Figure 1. Metal layers overlaid (run 1).
Scale bar: 50 µm. Only two layers are drawn.
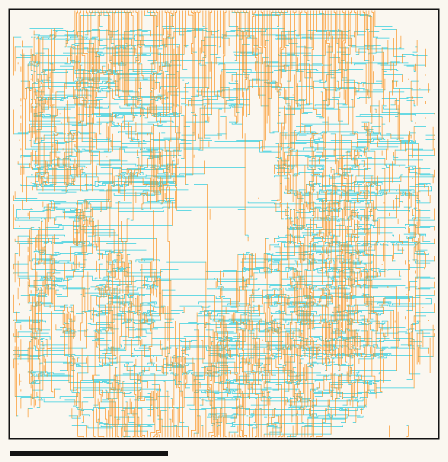
Figure 2. Signal wires on met2 (run 1).
Scale bar: 50 µm.
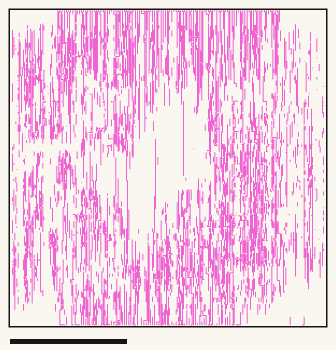
Figure 3. Clock routing (run 1).
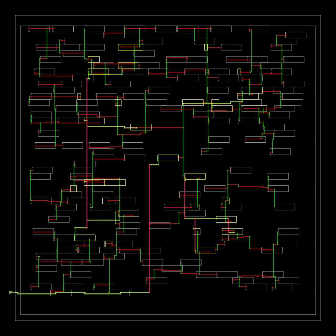
<file path="src/rtl/axi_to_reg_bridge_if.sv">
// ---------------------------------------------------------------------------
// AXI_BUS
// Trimmed AXI4 bus interface carrying only the channel fields the register
// bridge consumes or produces (id, addr, len, size, burst, user and the
// handshakes). Lock/cache/prot/qos/region are not present because a terminal
// register slave has no use for them.
//
// Modports:
//   Master - drives AW/W/AR and the B/R ready signals.
//   Slave  - drives the AW/W/AR ready signals and the B/R channels.
// ---------------------------------------------------------------------------
interface AXI_BUS #(
  parameter int unsigned AXI_ADDR_WIDTH = 32,
  parameter int unsigned AXI_DATA_WIDTH = 32,
  parameter int unsigned AXI_ID_WIDTH   = 12,
  parameter int unsigned AXI_USER_WIDTH = 1
);
  localparam int unsigned AXI_STRB_WIDTH = AXI_DATA_WIDTH / 8;

  logic [AXI_ID_WIDTH-1:0]   aw_id;
  logic [AXI_ADDR_WIDTH-1:0] aw_addr;
  logic [7:0]                aw_len;
  logic [2:0]                aw_size;
  logic [1:0]                aw_burst;
  logic [AXI_USER_WIDTH-1:0] aw_user;
  logic                      aw_valid;
  logic                      aw_ready;

  logic [AXI_DATA_WIDTH-1:0] w_data;
  logic [AXI_STRB_WIDTH-1:0] w_strb;
  logic                      w_last;
  logic [AXI_USER_WIDTH-1:0] w_user;
  logic                      w_valid;
  logic                      w_ready;

  logic [AXI_ID_WIDTH-1:0]   b_id;
  logic [1:0]                b_resp;
  logic [AXI_USER_WIDTH-1:0] b_user;
  logic                      b_valid;
  logic                      b_ready;

  logic [AXI_ID_WIDTH-1:0]   ar_id;
  logic [AXI_ADDR_WIDTH-1:0] ar_addr;
  logic [7:0]                ar_len;
  logic [2:0]                ar_size;
  logic [1:0]                ar_burst;
  logic [AXI_USER_WIDTH-1:0] ar_user;
  logic                      ar_valid;
  logic                      ar_ready;

  logic [AXI_ID_WIDTH-1:0]   r_id;
  logic [AXI_DATA_WIDTH-1:0] r_data;
  logic [1:0]                r_resp;
  logic                      r_last;
  logic [AXI_USER_WIDTH-1:0] r_user;
  logic                      r_valid;
  logic                      r_ready;

  modport Master (
    output aw_id, aw_addr, aw_len, aw_size, aw_burst, aw_user, aw_valid,
    input  aw_ready,
    output w_data, w_strb, w_last, w_user, w_valid,
    input  w_ready,
    input  b_id, b_resp, b_user, b_valid,
    output b_ready,
    output ar_id, ar_addr, ar_len, ar_size, ar_burst, ar_user, ar_valid,
    input  ar_ready,
    input  r_id, r_data, r_resp, r_last, r_user, r_valid,
    output r_ready
  );

  modport Slave (
    input  aw_id, aw_addr, aw_len, aw_size, aw_burst, aw_user, aw_valid,
    output aw_ready,
    input  w_data, w_strb, w_last, w_user, w_valid,
    output w_ready,
    output b_id, b_resp, b_user, b_valid,
    input  b_ready,
    input  ar_id, ar_addr, ar_len, ar_size, ar_burst, ar_user, ar_valid,
    output ar_ready,
    output r_id, r_data, r_resp, r_last, r_user, r_valid,
    input  r_ready
  );
endinterface

</file>
<file path="src/rtl/axi_to_reg_bridge.sv">
// ---------------------------------------------------------------------------
// axi_to_reg_bridge
// Terminal AXI4 slave that turns AXI bursts into single-beat accesses on a
// simple request/ready register bus. One transaction is in flight at a time;
// read and write address channels are arbitrated round-robin.
//
// Ports:
//   clk_i        - clock
//   rst_i        - asynchronous active-high reset
//   slave        - AXI4 slave port (AXI_BUS.Slave)
//   reg_req_o    - register access request
//   reg_we_o     - 1 = write, 0 = read
//   reg_addr_o   - beat address
//   reg_wdata_o  - write data
//   reg_be_o     - byte enables (wstrb on writes, all ones on reads)
//   reg_ready_i  - access completes when reg_req_o && reg_ready_i
//   reg_rdata_i  - read data, valid in the completing cycle
//   reg_error_i  - access error, valid in the completing cycle
//
// Optional build macro:
//   AXI_TO_REG_ADDR_CHECK_EN - adds REG_BASE/REG_SIZE; beats outside the
//   window skip the register access and respond DECERR.
// ---------------------------------------------------------------------------
module axi_to_reg_bridge #(
  parameter int unsigned AXI_ADDR_WIDTH = 32,
  parameter int unsigned AXI_DATA_WIDTH = 32,
  parameter int unsigned AXI_ID_WIDTH   = 12,
  parameter int unsigned AXI_USER_WIDTH = 1
`ifdef AXI_TO_REG_ADDR_CHECK_EN
  ,
  parameter logic [AXI_ADDR_WIDTH-1:0] REG_BASE = '0,
  parameter logic [AXI_ADDR_WIDTH:0]   REG_SIZE = (AXI_ADDR_WIDTH+1)'(4096)
`endif
) (
  input  logic                        clk_i,
  input  logic                        rst_i,
  AXI_BUS.Slave                       slave,
  output logic                        reg_req_o,
  output logic                        reg_we_o,
  output logic [AXI_ADDR_WIDTH-1:0]   reg_addr_o,
  output logic [AXI_DATA_WIDTH-1:0]   reg_wdata_o,
  output logic [AXI_DATA_WIDTH/8-1:0] reg_be_o,
  input  logic                        reg_ready_i,
  input  logic [AXI_DATA_WIDTH-1:0]   reg_rdata_i,
  input  logic                        reg_error_i
);

  localparam int unsigned STRB_WIDTH = AXI_DATA_WIDTH / 8;
  localparam logic [2:0]  MAX_SIZE   = 3'($clog2(STRB_WIDTH));

  localparam logic [1:0] RESP_OKAY   = 2'b00;
  localparam logic [1:0] RESP_SLVERR = 2'b10;
  localparam logic [1:0] RESP_DECERR = 2'b11;

  localparam logic [1:0] BURST_FIXED = 2'b00;
  localparam logic [1:0] BURST_WRAP  = 2'b10;

  localparam logic [2:0] IDLE    = 3'd0;
  localparam logic [2:0] RD_REQ  = 3'd1;
  localparam logic [2:0] RD_RESP = 3'd2;
  localparam logic [2:0] WR_DATA = 3'd3;
  localparam logic [2:0] WR_REQ  = 3'd4;
  localparam logic [2:0] WR_RESP = 3'd5;

  logic [2:0]                state_q;
  logic                      prefer_write_q;
  logic [AXI_ID_WIDTH-1:0]   id_q;
  logic [AXI_ADDR_WIDTH-1:0] addr_q;
  logic [7:0]                len_q;
  logic [2:0]                size_q;
  logic [1:0]                burst_q;
  logic [7:0]                beat_cnt_q;
  logic                      unsupported_q;
  logic [AXI_DATA_WIDTH-1:0] wdata_q;
  logic [STRB_WIDTH-1:0]     wstrb_q;
  logic [AXI_DATA_WIDTH-1:0] rdata_q;
  logic [1:0]                rresp_q;
  logic [1:0]                sticky_q;

  logic                      grant_write;
  logic                      grant_read;
  logic                      in_range;
  logic                      access_ok;
  logic                      beat_done;
  logic                      last_beat;
  logic [1:0]                beat_resp;
  logic [AXI_ADDR_WIDTH-1:0] next_addr;
  logic                      unused_inputs;

  // WRAP and the reserved burst encoding are both refused, as is any beat
  // wider than the data bus.
  function automatic logic is_unsupported(input logic [1:0] burst,
                                          input logic [2:0] size);
    return (burst == BURST_WRAP) || (burst == 2'b11) || (size > MAX_SIZE);
  endfunction

  // Round-robin only matters when both address channels are valid; a lone
  // request is always granted.
  assign grant_write = slave.aw_valid && (!slave.ar_valid || prefer_write_q);
  assign grant_read  = slave.ar_valid && (!slave.aw_valid || !prefer_write_q);

`ifdef AXI_TO_REG_ADDR_CHECK_EN
  // Compare one bit wider than the address so a window ending at the top of
  // the address space does not overflow.
  logic [AXI_ADDR_WIDTH:0] addr_ext;
  logic [AXI_ADDR_WIDTH:0] base_ext;
  logic [AXI_ADDR_WIDTH:0] limit_ext;
  assign addr_ext  = {1'b0, addr_q};
  assign base_ext  = {1'b0, REG_BASE};
  assign limit_ext = base_ext + REG_SIZE;
  assign in_range  = (addr_ext >= base_ext) && (addr_ext < limit_ext);
`else
  assign in_range  = 1'b1;
`endif

  // A beat that makes no register access finishes in its request cycle.
  assign access_ok = !unsupported_q && in_range;
  assign beat_done = access_ok ? reg_ready_i : 1'b1;
  assign last_beat = (beat_cnt_q == len_q);
  assign next_addr = (burst_q == BURST_FIXED) ? addr_q
                   : addr_q + (AXI_ADDR_WIDTH'(1) << size_q);

  // Response of the beat currently in a request state; an address-window
  // miss outranks every other error.
  always_comb begin
    beat_resp = RESP_OKAY;
    if (!in_range) begin
      beat_resp = RESP_DECERR;
    end else if (unsupported_q || reg_error_i) begin
      beat_resp = RESP_SLVERR;
    end
  end

  assign reg_req_o   = ((state_q == RD_REQ) || (state_q == WR_REQ)) && access_ok;
  assign reg_we_o    = (state_q == WR_REQ);
  assign reg_addr_o  = addr_q;
  assign reg_wdata_o = wdata_q;
  assign reg_be_o    = (state_q == WR_REQ) ? wstrb_q : {STRB_WIDTH{1'b1}};

  // Address readies are gated by reset so nothing is accepted while rst_i
  // is asserted, even though they depend combinationally on the valids.
  assign slave.aw_ready = !rst_i && (state_q == IDLE) && grant_write;
  assign slave.ar_ready = !rst_i && (state_q == IDLE) && grant_read;
  assign slave.w_ready  = (state_q == WR_DATA);

  assign slave.b_valid  = (state_q == WR_RESP);
  assign slave.b_resp   = sticky_q;
  assign slave.b_id     = id_q;
  assign slave.b_user   = {AXI_USER_WIDTH{1'b0}};

  assign slave.r_valid  = (state_q == RD_RESP);
  assign slave.r_data   = rdata_q;
  assign slave.r_resp   = rresp_q;
  assign slave.r_last   = last_beat;
  assign slave.r_id     = id_q;
  assign slave.r_user   = {AXI_USER_WIDTH{1'b0}};

  // Beat count comes from the latched len, so w_last and user fields are
  // not needed.
  assign unused_inputs = ^{slave.w_last, slave.w_user, slave.aw_user, slave.ar_user};

  // Main transaction FSM and beat datapath.
  always_ff @(posedge clk_i or posedge rst_i) begin
    if (rst_i) begin
      state_q        <= IDLE;
      prefer_write_q <= 1'b1;
      id_q           <= '0;
      addr_q         <= '0;
      len_q          <= '0;
      size_q         <= '0;
      burst_q        <= '0;
      beat_cnt_q     <= '0;
      unsupported_q  <= 1'b0;
      wdata_q        <= '0;
      wstrb_q        <= '0;
      rdata_q        <= '0;
      rresp_q        <= RESP_OKAY;
      sticky_q       <= RESP_OKAY;
    end else begin
      case (state_q)
        IDLE: begin
          if (grant_write) begin
            id_q          <= slave.aw_id;
            addr_q        <= slave.aw_addr;
            len_q         <= slave.aw_len;
            size_q        <= slave.aw_size;
            burst_q       <= slave.aw_burst;
            unsupported_q <= is_unsupported(slave.aw_burst, slave.aw_size);
            beat_cnt_q    <= '0;
            sticky_q      <= RESP_OKAY;
            state_q       <= WR_DATA;
            if (slave.ar_valid) prefer_write_q <= 1'b0;
          end else if (grant_read) begin
            id_q          <= slave.ar_id;
            addr_q        <= slave.ar_addr;
            len_q         <= slave.ar_len;
            size_q        <= slave.ar_size;
            burst_q       <= slave.ar_burst;
            unsupported_q <= is_unsupported(slave.ar_burst, slave.ar_size);
            beat_cnt_q    <= '0;
            state_q       <= RD_REQ;
            if (slave.aw_valid) prefer_write_q <= 1'b1;
          end
        end
        RD_REQ: begin
          if (beat_done) begin
            rdata_q <= access_ok ? reg_rdata_i : '0;
            rresp_q <= beat_resp;
            state_q <= RD_RESP;
          end
        end
        RD_RESP: begin
          if (slave.r_ready) begin
            if (last_beat) begin
              state_q <= IDLE;
            end else begin
              beat_cnt_q <= beat_cnt_q + 8'd1;
              addr_q     <= next_addr;
              state_q    <= RD_REQ;
            end
          end
        end
        WR_DATA: begin
          if (slave.w_valid) begin
            wdata_q <= slave.w_data;
            wstrb_q <= slave.w_strb;
            state_q <= WR_REQ;
          end
        end
        WR_REQ: begin
          if (beat_done) begin
            // OKAY=00, SLVERR=10, DECERR=11: OR-ing keeps the worst response
            // seen so far, with DECERR winning over SLVERR.
            sticky_q <= sticky_q | beat_resp;
            if (last_beat) begin
              state_q <= WR_RESP;
            end else begin
              beat_cnt_q <= beat_cnt_q + 8'd1;
              addr_q     <= next_addr;
              state_q    <= WR_DATA;
            end
          end
        end
        WR_RESP: begin
          if (slave.b_ready) begin
            sticky_q <= RESP_OKAY;
            state_q  <= IDLE;
          end
        end
        default: state_q <= IDLE;
      endcase
    end
  end

endmodule

</file>
<file path="src/flat_wrapper.sv">
// flat-port wrapper written by rule: the top's interface ports become plain ports
module axi_to_reg_bridge_flat 
#(
  parameter int unsigned AXI_ADDR_WIDTH = 32,
  parameter int unsigned AXI_DATA_WIDTH = 32,
  parameter int unsigned AXI_ID_WIDTH   = 12,
  parameter int unsigned AXI_USER_WIDTH = 1

)
  (clk_i, rst_i, reg_req_o, reg_we_o, reg_addr_o, reg_wdata_o, reg_be_o, reg_ready_i, reg_rdata_i, reg_error_i, slave_aw_id, slave_aw_addr, slave_aw_len, slave_aw_size, slave_aw_burst, slave_aw_user, slave_aw_valid, slave_aw_ready, slave_w_data, slave_w_strb, slave_w_last, slave_w_user, slave_w_valid, slave_w_ready, slave_b_id, slave_b_resp, slave_b_user, slave_b_valid, slave_b_ready, slave_ar_id, slave_ar_addr, slave_ar_len, slave_ar_size, slave_ar_burst, slave_ar_user, slave_ar_valid, slave_ar_ready, slave_r_id, slave_r_data, slave_r_resp, slave_r_last, slave_r_user, slave_r_valid, slave_r_ready);
  AXI_BUS #(.AXI_ADDR_WIDTH(AXI_ADDR_WIDTH), .AXI_DATA_WIDTH(AXI_DATA_WIDTH), .AXI_ID_WIDTH(AXI_ID_WIDTH), .AXI_USER_WIDTH(AXI_USER_WIDTH)) slave_i ();
  input  logic clk_i;
  input  logic rst_i;
  output logic reg_req_o;
  output logic reg_we_o;
  output logic [AXI_ADDR_WIDTH-1:0] reg_addr_o;
  output logic [AXI_DATA_WIDTH-1:0] reg_wdata_o;
  output logic [AXI_DATA_WIDTH/8-1:0] reg_be_o;
  input  logic reg_ready_i;
  input  logic [AXI_DATA_WIDTH-1:0] reg_rdata_i;
  input  logic reg_error_i;
  input wire logic [$bits(slave_i.aw_id)-1:0] slave_aw_id;
  input wire logic [$bits(slave_i.aw_addr)-1:0] slave_aw_addr;
  input wire logic [$bits(slave_i.aw_len)-1:0] slave_aw_len;
  input wire logic [$bits(slave_i.aw_size)-1:0] slave_aw_size;
  input wire logic [$bits(slave_i.aw_burst)-1:0] slave_aw_burst;
  input wire logic [$bits(slave_i.aw_user)-1:0] slave_aw_user;
  input wire logic [$bits(slave_i.aw_valid)-1:0] slave_aw_valid;
  output wire logic [$bits(slave_i.aw_ready)-1:0] slave_aw_ready;
  input wire logic [$bits(slave_i.w_data)-1:0] slave_w_data;
  input wire logic [$bits(slave_i.w_strb)-1:0] slave_w_strb;
  input wire logic [$bits(slave_i.w_last)-1:0] slave_w_last;
  input wire logic [$bits(slave_i.w_user)-1:0] slave_w_user;
  input wire logic [$bits(slave_i.w_valid)-1:0] slave_w_valid;
  output wire logic [$bits(slave_i.w_ready)-1:0] slave_w_ready;
  output wire logic [$bits(slave_i.b_id)-1:0] slave_b_id;
  output wire logic [$bits(slave_i.b_resp)-1:0] slave_b_resp;
  output wire logic [$bits(slave_i.b_user)-1:0] slave_b_user;
  output wire logic [$bits(slave_i.b_valid)-1:0] slave_b_valid;
  input wire logic [$bits(slave_i.b_ready)-1:0] slave_b_ready;
  input wire logic [$bits(slave_i.ar_id)-1:0] slave_ar_id;
  input wire logic [$bits(slave_i.ar_addr)-1:0] slave_ar_addr;
  input wire logic [$bits(slave_i.ar_len)-1:0] slave_ar_len;
  input wire logic [$bits(slave_i.ar_size)-1:0] slave_ar_size;
  input wire logic [$bits(slave_i.ar_burst)-1:0] slave_ar_burst;
  input wire logic [$bits(slave_i.ar_user)-1:0] slave_ar_user;
  input wire logic [$bits(slave_i.ar_valid)-1:0] slave_ar_valid;
  output wire logic [$bits(slave_i.ar_ready)-1:0] slave_ar_ready;
  output wire logic [$bits(slave_i.r_id)-1:0] slave_r_id;
  output wire logic [$bits(slave_i.r_data)-1:0] slave_r_data;
  output wire logic [$bits(slave_i.r_resp)-1:0] slave_r_resp;
  output wire logic [$bits(slave_i.r_last)-1:0] slave_r_last;
  output wire logic [$bits(slave_i.r_user)-1:0] slave_r_user;
  output wire logic [$bits(slave_i.r_valid)-1:0] slave_r_valid;
  input wire logic [$bits(slave_i.r_ready)-1:0] slave_r_ready;
  assign slave_i.aw_id = slave_aw_id;
  assign slave_i.aw_addr = slave_aw_addr;
  assign slave_i.aw_len = slave_aw_len;
  assign slave_i.aw_size = slave_aw_size;
  assign slave_i.aw_burst = slave_aw_burst;
  assign slave_i.aw_user = slave_aw_user;
  assign slave_i.aw_valid = slave_aw_valid;
  assign slave_aw_ready = slave_i.aw_ready;
  assign slave_i.w_data = slave_w_data;
  assign slave_i.w_strb = slave_w_strb;
  assign slave_i.w_last = slave_w_last;
  assign slave_i.w_user = slave_w_user;
  assign slave_i.w_valid = slave_w_valid;
  assign slave_w_ready = slave_i.w_ready;
  assign slave_b_id = slave_i.b_id;
  assign slave_b_resp = slave_i.b_resp;
  assign slave_b_user = slave_i.b_user;
  assign slave_b_valid = slave_i.b_valid;
  assign slave_i.b_ready = slave_b_ready;
  assign slave_i.ar_id = slave_ar_id;
  assign slave_i.ar_addr = slave_ar_addr;
  assign slave_i.ar_len = slave_ar_len;
  assign slave_i.ar_size = slave_ar_size;
  assign slave_i.ar_burst = slave_ar_burst;
  assign slave_i.ar_user = slave_ar_user;
  assign slave_i.ar_valid = slave_ar_valid;
  assign slave_ar_ready = slave_i.ar_ready;
  assign slave_r_id = slave_i.r_id;
  assign slave_r_data = slave_i.r_data;
  assign slave_r_resp = slave_i.r_resp;
  assign slave_r_last = slave_i.r_last;
  assign slave_r_user = slave_i.r_user;
  assign slave_r_valid = slave_i.r_valid;
  assign slave_i.r_ready = slave_r_ready;
  axi_to_reg_bridge #(.AXI_ADDR_WIDTH(AXI_ADDR_WIDTH), .AXI_DATA_WIDTH(AXI_DATA_WIDTH), .AXI_ID_WIDTH(AXI_ID_WIDTH), .AXI_USER_WIDTH(AXI_USER_WIDTH)) u_core (.clk_i(clk_i), .rst_i(rst_i), .slave(slave_i), .reg_req_o(reg_req_o), .reg_we_o(reg_we_o), .reg_addr_o(reg_addr_o), .reg_wdata_o(reg_wdata_o), .reg_be_o(reg_be_o), .reg_ready_i(reg_ready_i), .reg_rdata_i(reg_rdata_i), .reg_error_i(reg_error_i));
endmodule
</file>
<file path="config.mk">
export PLATFORM = sky130hd
export DESIGN_NAME = axi_to_reg_bridge_flat
export DESIGN_NICKNAME = d
export VERILOG_FILES = /design/src/rtl/axi_to_reg_bridge_if.sv /design/src/rtl/axi_to_reg_bridge.sv /design/src/flat_wrapper.sv
export SDC_FILE = /design/constraint.sdc
export NUM_CORES = 1
export LEC_CHECK = 0
export ABC_AREA = 1
export CORE_MARGIN = 2
export CORE_UTILIZATION = 47
export CTS_CLUSTER_DIAMETER = 80
export DETAILED_ROUTE_END_ITERATION = 16
export HOLD_SLACK_MARGIN = 0.03
export PLACE_DENSITY = 0.87
export SETUP_SLACK_MARGIN = 0.1
export SYNTH_ARGS = -nofsm -noshare
export SYNTH_HDL_FRONTEND = slang
export SYNTH_SLANG_ARGS = --single-unit
</file>
<file path="constraint.sdc">
create_clock -name clk_i -period 13.4 [get_ports clk_i]
set_clock_uncertainty 0.15 [all_clocks]
set_input_delay 2.68 -clock clk_i [delete_from_list [all_inputs] [get_ports clk_i]]
set_output_delay 2.68 -clock clk_i [all_outputs]
set_load 0.005 [all_outputs]
</file>
==> impl_metrics.yaml, run 1 <==
# physical design summary
run_status:
  status: "completed"
routing:
  drtPass1Iterations: 5
  vias_per_cell: 5.20
  drc_errors: 0
grt:
  antenna_found_initial: 0
floorplan:
  fp.dieW_um: 135
  dieArea_um2: 18300
  dieHeight_um: 135
layout:
  mostFrequentLayoutCells: "clkdlybuf4s50_1 (324), nand2_1 (293), dfrtp_1 (139), o21ai_0 (107), nor2_1 (107)"
  fillers: 1307
  final_nets: 1563
sta:
  fin_crit_ps: 7310
  max_slew_margin_pct: 18.9
  finalClockPeriodUsage_pct: 54.6
worst_setup_path:
  worst-endpoint-arrival_ps: 4480
  slowest_delay_ps: 520
  cpMostUsedCell: "clkdlybuf4s50_1"
  worstSetupStartpointType: "input pin"
synth:
  edf_count: 0
  synthArstFlopShare_pct: 100
  avgSynthCellArea_um2: 7.58
  ff_type: "dfrtp_1"
  yosys_warnings: 0
worst_hold_path:
  hold_depth: 2
power:
  p_leak_nw: 5.45
  total_power_w: 0.00264
clock_network:
  cts_setup_buffers: 0
  ctsHtreeMaxLevel: 4
  clk_pin_slew_ps: 60
place:
  dp_hpwl_mm: 17.6
  portBuffers: 324
job:
  maxCapViolCount: 0
-- Figure 1 (at the start) --
orange -> M2  # wire length 12,500 µm
cyan -> M1  # wire length 9,970 µm

-- Figure 2 (at the start) --
wire length on this layer = 12,500 µm
longest straight run = 47.6 µm

-- Figure 3 (at the start) --
flop count: 140
cts bufs inserted: 17
Clk. pwr: 0.000474 W
clk_lat worst skew: 420 ps

## run 1: worst paths after layout
kind                                                   start                                 to
max reg2reg                 u_core.unsupported_q$_DFFE_PP0P_  u_core.reg_addr_o[12]$_DFFE_PP0P_
min                        u_core.prefer_write_q$_DFFE_PP1P_  u_core.prefer_write_q$_DFFE_PP1P_
min reg2reg                u_core.prefer_write_q$_DFFE_PP1P_  u_core.prefer_write_q$_DFFE_PP1P_
max in group asynchronous                              rst_i  u_core.reg_wdata_o[7]$_DFFE_PP0P_
max                                                    rst_i                     slave_ar_ready
min in group asynchronous                              rst_i   u_core.slave.b_id[0]$_DFFE_PP0P_
## run 1: synth_stat cells (2+ instances only)
cell	number	share of area [%]
a21boi_1	5	0.46
nand4_1	10	0.77
ha_1	9	1.4
or2_2	8	0.62
a21oi_1	37	2.3
inv_2	6	0.28
clkbuf_1	19	0.88
nor2_4	2	0.28
buf_2	12	0.74
o31ai_1	2	0.19
xnor2_1	6	0.65
nand3_1	84	5.2
o21ai_1	21	1.3
dfrtp_1	139	43
inv_1	82	3.8
nand2_2	2	0.15
buf_4	19	1.8
buf_1	5	0.23
mux2_2	36	5.0
nor2_1	108	5.0
o21ai_0	107	6.6
buf_6	5	0.70
nor3_1	16	0.99
nand3_2	2	0.25
nand3_4	2	0.43
o22ai_1	6	0.46
nand2_1	293	14
inv_4	2	0.15
xor2_1	4	0.43
## run 1: stage by stage
stage          utilization (%)  area (µm²)  setup slack [ps]  hold WS, ps
2_1_floorplan                -        8100              4570          316
3_3_place_gp              67.8       11300              6070          326
6_report                  71.3       11900              6090          349
3_5_place_dp              67.8       11300              6030          342
5_1_grt                   71.3       11900              5910          363
4_1_cts                   71.3       11900              6030          352
## run 1: state kept, by name, summed over array words and instances, names as in the netlist
signal and count:
u_core.slave.b_id 12, u_core.len_q 8, u_core.prefer_write_q 1, u_core.state_q 3
u_core.beat_cnt_q 8, u_core.slave.r_resp 1, u_core.reg_wdata_o 32, u_core.slave.b_resp 1
u_core.wstrb_q 4, u_core.slave.r_data 32, u_core.burst_q 2, u_core.size_q 3
u_core.unsupported_q 1, u_core.reg_addr_o 32
## run 1: power by group
part           switching [W]  internal (W)
Combinational       0.000709      0.000663
Sequential          0.000161      0.000632
Clock               0.000192      0.000282
## run 1: area by class of cell
type	instances	area (µm²)	area share, %
tap	220	275	2.31
timing repair buffer	329	3280	27.6
clock inverter	11	136	1.15
multi-input combinational	780	3910	32.8
inverter	90	348	2.92
sequential	140	3500	29.4
clock buffer	21	450	3.78
## run 1: worst max-delay path, delay by kind of cell
kind,cells,cell delay [ps]
buf+inv,3,1480
simple gates,2,310
## run 1: logic make-up (layout without fill, tap and decap cells)
kind of cell	after synthesis	in the layout	share of synthesized area, %
simple gates	536	536	28.3
buf+inv	151	451	8.61
flops	140	140	43.3
other cells	1	4	0.0464
xor+xnor	10	10	1.08
fa+ha+maj	10	10	1.64
mux	36	36	5.01
compound gates	184	184	12.0
## run 1: per-layer routing
metal	global-route usage (%)	vias up	part of all wire [%]
met3	5.76	65	6.4
met5	0	-	0
li1	-	4039	-
met4	11.4	0	3.4
met1	33.2	3844	40
met2	47.3	328	50
Figure 4. Floorplan with the power grid (run 1).
Scale bar: 50 µm. Pins as bars on the die edge.
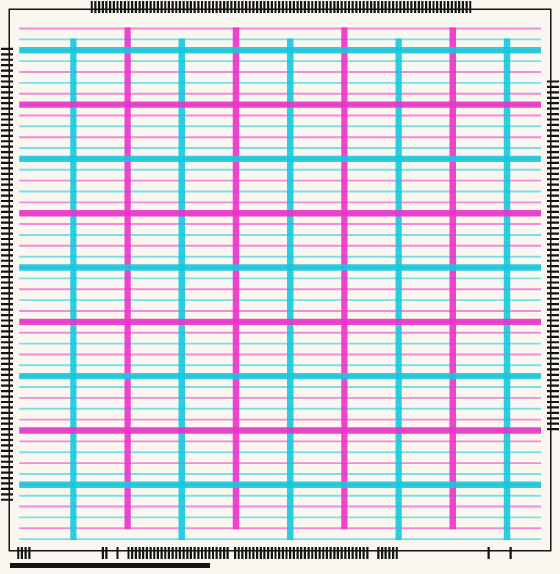

==> run 2: changes to the inputs <==
--- a/config.mk
+++ b/config.mk
@@ -7,11 +7,11 @@
 export LEC_CHECK = 0
 export ABC_AREA = 1
 export CORE_MARGIN = 2
-export CORE_UTILIZATION = 47
+export CORE_UTILIZATION = 44
 export CTS_CLUSTER_DIAMETER = 80
 export DETAILED_ROUTE_END_ITERATION = 16
 export HOLD_SLACK_MARGIN = 0.03
-export PLACE_DENSITY = 0.87
+export PLACE_DENSITY = 0.82
 export SETUP_SLACK_MARGIN = 0.1
 export SYNTH_ARGS = -nofsm -noshare
 export SYNTH_HDL_FRONTEND = slang
==> constraint.sdc (replaced) <==
create_clock -name clk_i -period 7 [get_ports clk_i]
set_clock_uncertainty 0.15 [all_clocks]
set_input_delay 1.4 -clock clk_i [delete_from_list [all_inputs] [get_ports clk_i]]
set_output_delay 1.4 -clock clk_i [all_outputs]
set_load 0.005 [all_outputs]
Figure 5. Floorplan with the power grid (run 2).
Scale bar: 50 µm. Pins as bars on the die edge.
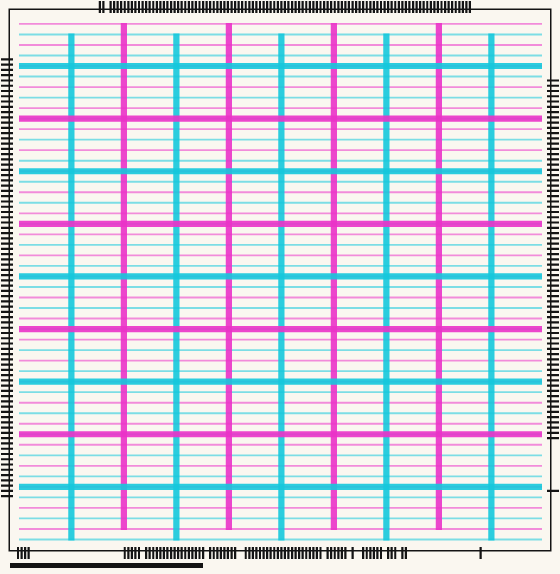
cyan -> VSS
magenta -> VDD
signal pins = 333
met5 straps = 9
rows = 49
met4 straps = 9
met1 rails = 50

==> run 2 against run 1 <==
Compared with the run above:
- combinational power grew 91%
- die area increased by 6.6%
- register-to-register slack got worse by 6300 ps
- largest power group unchanged
- total power is 92% higher
- core utilization is 5.1 points lower
- setup slack lost 3900 ps
- critical path type unchanged
- non-clock buffer count rose by 1
- count of clock-buffer cells in the layout down 3
- final area up 0.23%
- via count is 0.77% lower
- sequential power grew 91%
- worst hold slack improved by 2.8 ps
==> impl_metrics.yaml, run 2 <==
# physical design summary
synth:
  largest_area_cell: "dfrtp_1"
  common_cells: "nand2_1 (293), dfrtp_1 (139), nor2_1 (108), o21ai_0 (107), nand3_1 (84)"
  avgSynthCellArea_um2: 7.58
  topCellsByArea: "dfrtp_1 (43%), nand2_1 (14%), o21ai_0 (6.6%)"
  ff_type: "dfrtp_1"
  yosys_warnings: 0
  synth.top_cell.area_share_pct: 43.0
  yosysUniqueCellTypes: 48
  edf_count: 0
  synthArstFlopShare_pct: 100
  yosys.cell_count.top_type: "nand2_1"
grt:
  grt_pass1_wl_mm: 40.4
  antenna_found_initial: 0
layout:
  final_nets: 1564
  mostFrequentLayoutCells: "clkdlybuf4s50_1 (324), nand2_1 (293), dfrtp_1 (139), o21ai_0 (107), nor2_1 (107)"
  fillers: 1508
  layout_top_cell: "clkdlybuf4s50_1"
clock_network:
  ctsHtreeMaxLevel: 4
  cts_tree: "built"
  clock_latency_ps: 430
  clk_pin_slew_ps: 60
  cts_setup_buffers: 0
  cts-buffers-inserted: 17
power:
  p_leak_nw: 5.46
  peakVddDrop_mv: 0.336
floorplan:
  fp.dieW_um: 140
  dieHeight_um: 140
  rows: 49
  dieArea_um2: 19500
worst_setup_path:
  worst-endpoint-arrival_ps: 3240
  worstSetupStartpointType: "input pin"
run_status:
  status: "completed"
sta:
  max_slew_margin_pct: 38.7
  hold_slack_ps: 352
  fin_crit_ps: 4790
  finalClockPeriodUsage_pct: 68.4
job:
  maxCapViolCount: 0
place:
  portBuffers: 324
routing:
  vias_per_cell: 5.13
Figure 6. Met3 routing (run 2).
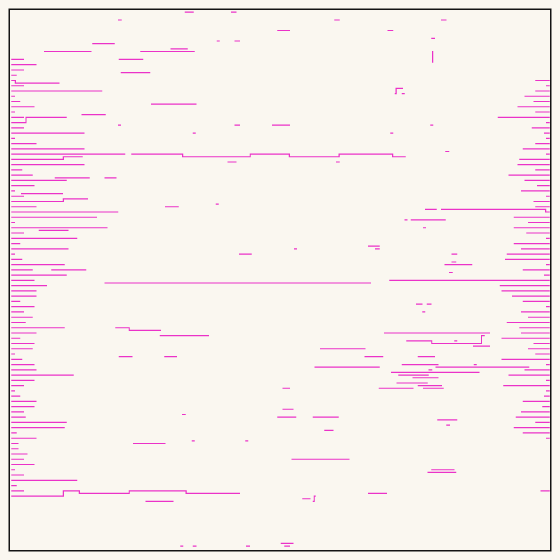
wire length on this layer = 1,740 µm
share of all routed wire = 7.0%
nets with wire on the layer = 212
main direction = horizontal
longest straight run = 68.5 µm

==> run 2: cell counts after synthesis <==
No cell type changed its count.
==> run 2: power breakdown <==
group | internal, W | total, W | switching [W]
registers | 0.00121 | 0.00151 | 0.000302
clock network | 0.000542 | 0.000921 | 0.000379
logic | 0.00127 | 0.00262 | 0.00135
total | 0.00302 | 0.00505 | 0.00203
==> run 2: per-stage QoR <==
step	std cells	instance area [µm²]	setup WS, ps	utilization, %	power, W
finish	1600	11900	2210	66.2	0.00505
global route	1600	11900	2050	66.2	0.00546
CTS	1600	11900	2140	66.2	0.00509
detailed placement	1569	11300	2160	62.9	0.00414
global placement	1569	11300	2140	62.9	0.00406
floorplan	1071	8100	732	-	0.00298
==> run 2: path summary, 6_finish.rpt <==
path	startpoint	end	slack (ps)	depth (start not counted)
worst min register to register	u_core.prefer_write_q$_DFFE_PP1P_	u_core.prefer_write_q$_DFFE_PP1P_	350	2
worst min-delay path	u_core.prefer_write_q$_DFFE_PP1P_	u_core.prefer_write_q$_DFFE_PP1P_	350	2
worst max register to register	u_core.unsupported_q$_DFFE_PP0P_	u_core.reg_addr_o[10]$_DFFE_PP0P_	3680	10
worst max-delay path	rst_i	slave_ar_ready	2210	5
min in group asynchronous	rst_i	u_core.slave.r_data[10]$_DFFE_PP0P_	1370	2
max in group asynchronous	rst_i	u_core.slave.r_data[22]$_DFFE_PP0P_	4000	3
==> run 2: layout make-up <==
class	instances	area [µm²]	area share, %
multi-input cells	780	3910	32.8
flip-flops and latches	140	3500	29.4
repair buffers	330	3290	27.6
clock buffers	18	439	3.68
inverters	90	348	2.91
well taps	229	287	2.40
clock inverters	13	156	1.31
==> run 2: worst max-delay path, stage by stage <==
cell and delay [ps]:
clkdlybuf4s50_1 480, inv_6 560, nand3_1 140, nor2_1 130
clkdlybuf4s50_1 500
==> run 2: cell families (layout without fill, tap and decap cells) <==
kind of cell,Yosys count,count (layout),share of synthesized area (%)
flip-flops,140,140,43.3
AND-OR/OR-AND,184,184,12.0
adder cells (fa/ha/maj),10,10,1.64
AND/OR/NAND/NOR,536,536,28.3
buffers and inverters,151,451,8.61
other,1,4,0.0464
XOR/XNOR,10,10,1.08
multiplexers,36,36,5.01
==> run 2: layer usage <==
metal	global-route usage, %	wire length [µm]
met3	6.02	1740
met2	44.2	12300
met5	0	0
met1	30.4	9890
met4	11.4	854
No activity file was given, so power comes from the tool's default toggle rates.
